## config.mk

```make
export PLATFORM = sky130hd
export DESIGN_NAME = id_ex_hazard_ctrl
export DESIGN_NICKNAME = d
export VERILOG_FILES = /design/src/rtl/id_ex_hazard_ctrl.sv
export SDC_FILE = /design/constraint.sdc
export NUM_CORES = 1
export LEC_CHECK = 0
export ABC_AREA = 1
export CAP_MARGIN = 40
export CORE_MARGIN = 10
export CORE_UTILIZATION = 43
export DETAILED_ROUTE_END_ITERATION = 10
export GPL_ROUTABILITY_DRIVEN = 0
export GPL_TIMING_DRIVEN = 0
export PLACE_DENSITY = 0.84
export SYNTH_ARGS = -nofsm -noshare
export SYNTH_HDL_FRONTEND = slang
export SYNTH_SLANG_ARGS = --single-unit
```

## constraint.sdc

```tcl
create_clock -name Clk -period 3.1 [get_ports Clk]
set_input_delay 0.31 -clock Clk [delete_from_list [all_inputs] [get_ports Clk]]
set_output_delay 0.31 -clock Clk [all_outputs]
set_load 0.01 [all_outputs]
```

## src/rtl/id_ex_hazard_ctrl.sv

```systemverilog
// ID/EX hazard control: load-use bubble, taken-branch flush and a mult/div freeze FSM.
// Optional stall statistic counter and StallCount port enabled by defining HAZARD_STALL_COUNT_EN.
module id_ex_hazard_ctrl #(
    parameter int MULDIV_LAT = 4
) (
    input  logic       Clk,
    input  logic       Reset,
    input  logic [4:0] IFID_rs,
    input  logic [4:0] IFID_rt,
    input  logic       IFID_useRt,
    input  logic [4:0] IDEX_rt,
    input  logic       IDEX_MemRead,
    input  logic       MulDiv_start,
    input  logic       Branch_taken,
    output logic       PCWrite,
    output logic       IFIDWrite,
    output logic       IDEX_Write,
    output logic       IDEX_Bubble,
    output logic       IFID_Flush,
    output logic       Busy
`ifdef HAZARD_STALL_COUNT_EN
    ,
    output logic [31:0] StallCount
`endif
);

    typedef enum logic {
        RUN    = 1'b0,
        MULDIV = 1'b1
    } state_e;

    // Entry and release cycles are not counted, hence LAT-2 frozen MULDIV cycles.
    localparam logic [4:0] CNT_INIT = 5'(MULDIV_LAT - 2);

    state_e     state_q, state_d;
    logic [4:0] cnt_q, cnt_d;
    logic       load_use;

    assign load_use = IDEX_MemRead && (IDEX_rt != 5'd0) &&
                      ((IDEX_rt == IFID_rs) || (IFID_useRt && (IDEX_rt == IFID_rt)));

    always_ff @(posedge Clk or posedge Reset) begin
        if (Reset) begin
            state_q <= RUN;
            cnt_q   <= 5'd0;
        end else begin
            state_q <= state_d;
            cnt_q   <= cnt_d;
        end
    end

    always_comb begin
        state_d = state_q;
        cnt_d   = cnt_q;
        case (state_q)
            RUN: begin
                if (!Branch_taken && MulDiv_start) begin
                    state_d = MULDIV;
                    cnt_d   = CNT_INIT;
                end
            end
            MULDIV: begin
                if (cnt_q != 5'd0) begin
                    cnt_d = cnt_q - 5'd1;
                end else begin
                    state_d = RUN;
                end
            end
            default: begin
                state_d = RUN;
                cnt_d   = 5'd0;
            end
        endcase
    end

    always_comb begin
        PCWrite     = 1'b1;
        IFIDWrite   = 1'b1;
        IDEX_Write  = 1'b1;
        IDEX_Bubble = 1'b0;
        IFID_Flush  = 1'b0;
        Busy        = 1'b0;
        if (Reset) begin
            // Drain the pipeline to nops while reset is held.
            PCWrite     = 1'b0;
            IFIDWrite   = 1'b0;
            IDEX_Bubble = 1'b1;
            IFID_Flush  = 1'b1;
        end else begin
            case (state_q)
                RUN: begin
                    if (Branch_taken) begin
                        IFID_Flush  = 1'b1;
                        IDEX_Bubble = 1'b1;
                    end else if (MulDiv_start) begin
                        PCWrite    = 1'b0;
                        IFIDWrite  = 1'b0;
                        IDEX_Write = 1'b0;
                    end else if (load_use) begin
                        PCWrite     = 1'b0;
                        IFIDWrite   = 1'b0;
                        IDEX_Bubble = 1'b1;
                    end
                end
                MULDIV: begin
                    Busy = 1'b1;
                    if (cnt_q != 5'd0) begin
                        PCWrite    = 1'b0;
                        IFIDWrite  = 1'b0;
                        IDEX_Write = 1'b0;
                    end
                end
                default: ;
            endcase
        end
    end

`ifdef HAZARD_STALL_COUNT_EN
    logic [31:0] stall_cnt_q;

    always_ff @(posedge Clk or posedge Reset) begin
        if (Reset) begin
            stall_cnt_q <= 32'd0;
        end else if (!PCWrite && (stall_cnt_q != 32'hFFFF_FFFF)) begin
            stall_cnt_q <= stall_cnt_q + 32'd1;
        end
    end

    assign StallCount = stall_cnt_q;
`endif

endmodule

```

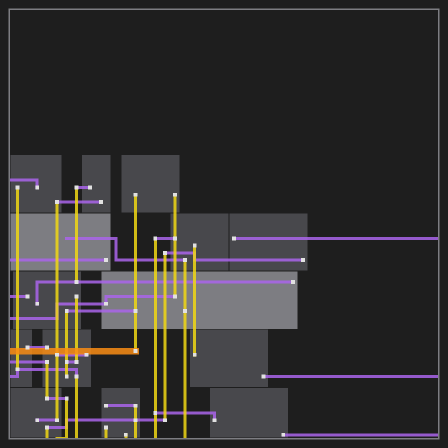
(run_1/zoom.png)
Region (33, 33) to (53, 53) um. Cells in grey, sequential cells in the stronger grey; small squares are vias.
Key: met2 = yellow; met3 = orange; met1 = purple
Most frequent: clkdlybuf4s50_1 (3), dfrtp_1 (2). 13 logic cells have their middle in the window. Netlist names of flops here include cnt_q (2). Sequential cells in the window: 2.

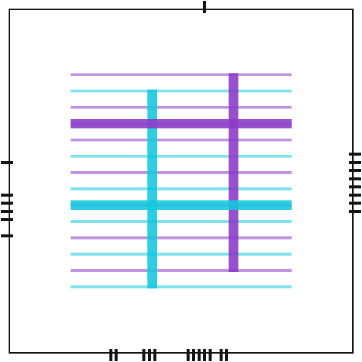
(run_1/pdn.png)
Drawn at 6 px/um. Pins as bars on the die edge.
Key: VDD = purple; VSS = cyan
14 met1 rails follow the rows. 2 straps on met5. The core has 13 rows.

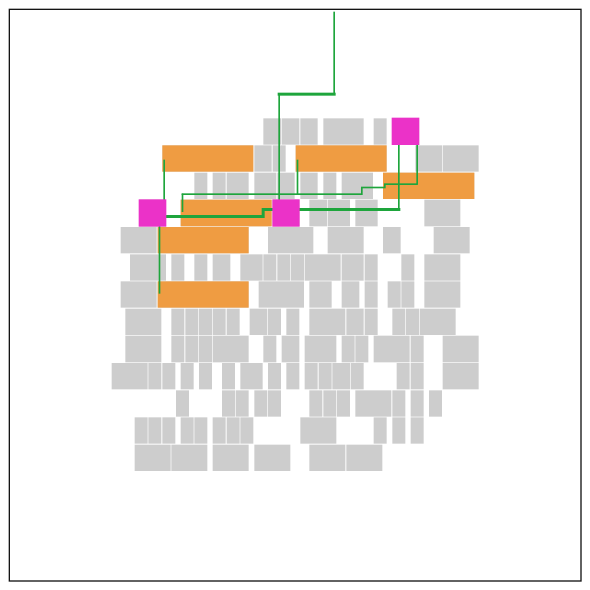
(run_1/clock_map.png)
Drawn at 10 px/um.
Key: cells driving clock nets = magenta [count 3]; clock wires = green [length 107 um]; flip-flops = orange [count 6]
There are 4 routed clock nets.

==> run summary, run 1 <==
Notes on the flow outputs.

- The flow ran to the end, and the final reports show no timing, DRC or antenna violations.
- The run reported a max-capacitance violation count of 0.
- The required time at the worst-slack endpoint is 2790 ps.
- The fraction of area in clock buffers and inverters reads 0.0253.
- In the global route stage, met2 resource usage came out at 0.171.
- The cell count along the critical path reads 12.
- The TritonCTS clock tree reads yes.
- The total number of yosys warnings reads 0.
- The post-synthesis simple-gate area fraction reads 0.427.
- The area share of fa/ha/maj cells after synthesis reads 0.0425.
- The total non-filler cell area in the finished layout is 891 um^2.
- Power comes to slightly above 500 uW.
- The largest registers in the layout are cnt_q: 5 flops, state_q: 1 flops.
- The antenna diode count is 0.
- The largest register by flop count is cnt_q.
- The number of placed instances, taps included, is 142.
- Per the synthesis report, the dominant area consumer among library cells is sky130_fd_sc_hd__dfrtp_1.
- The floorplan die width reads 57.0 um.
- The final report lists a non-filler cell total of 145.
- The number of flip-flops and latches is 6.
- Measured on the final layout, buffering overhead outside the clock network stands at 0.301.
- The die outline height reads 57.0 um.
==> run_1/final_congestion.png <==
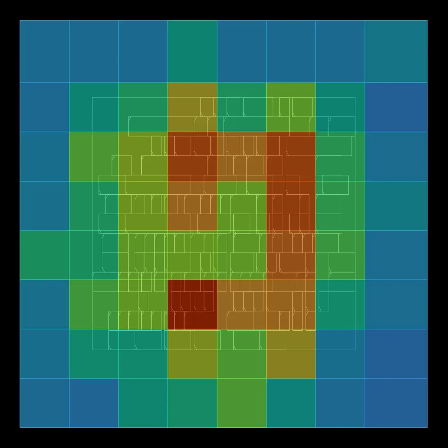

==> run 2, diff against run 1 <==
CORE_UTILIZATION = 36   (was 43)
PLACE_DENSITY = 0.75   (was 0.84)
clock period = 1.91 ns   (was 3.1 ns; I/O delays follow)
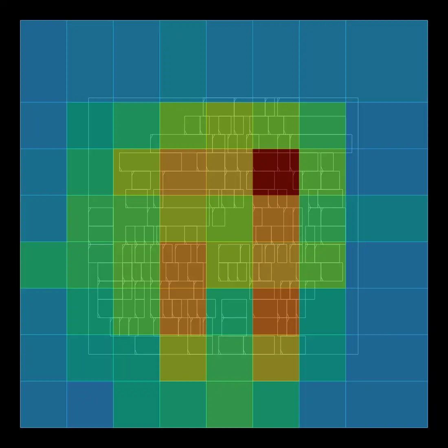
(run_2/final_congestion.png)
average wire per cell in the routed design: 10.7 um
GRT met1 Usage: 0.0908
fraction of met3 tracks used by global routing: 0.0397

==> run 2 against run 1 <==
Flip-flop count unchanged. Highest routed layer unchanged. Via count down 0.29%. Critical path type is now reg2out. Core utilization down 9.9 points. Register-to-register slack worse by 1200 ps. Die size up 12%. Global-route usage down 1.6 points.
==> run summary, run 2 <==
Notes on the flow outputs.

- The total negative slack for setup checks is 0 ps (unchanged).
- The TritonCTS clock tree reads yes (unchanged).
- The required time at the worst-slack endpoint is 1720 ps (was 2790 ps).
- The met2 layer usage reported by global route is 0.134 (was 0.171).
- The total number of yosys warnings reads 0 (unchanged).
- The total chip power is 810 uW (was 506 uW).
- The total non-filler cell area in the finished layout reads 892 um^2 (was 891 um^2).
- The number of max-cap violations is 0 (unchanged).
- The antenna diode count is 0 (unchanged).
- The number of flip-flops and latches was 6 (unchanged).
- The post-synthesis simple-gate area fraction is 0.427 (unchanged).
- Result of the run: completed (unchanged).
- The startpoint of the worst setup timing path is cnt_q[0]$_DFFE_PP0P_ (was IDEX_rt[4]).
- Largest registers in the final layout: cnt_q: 5 flops, state_q: 1 flops (unchanged).
- The die outline height came to 60.5 um (was 57.0 um).
- The cell accounting for the most synthesized area reads sky130_fd_sc_hd__dfrtp_1 (unchanged).
- The count of placed standard cells including taps is 143 (was 142).
- The tally of non-filler cells in the final layout reads 146 (was 145).
- The I/O pin count is 27 (unchanged).
- The fraction of area in clock buffers and inverters reads 0.0252 (was 0.0253).
- The wire length on met1 reads 663 um (was 655 um).
- The cell count along the critical path came to 10 (was 12).
- The largest register by flop count is cnt_q (unchanged).
- The area share of fa/ha/maj cells after synthesis reads 0.0425 (unchanged).
- The floorplan die width is 60.5 um (was 57.0 um).
Power figures rest on the tool's default switching activity, not on a simulated workload.
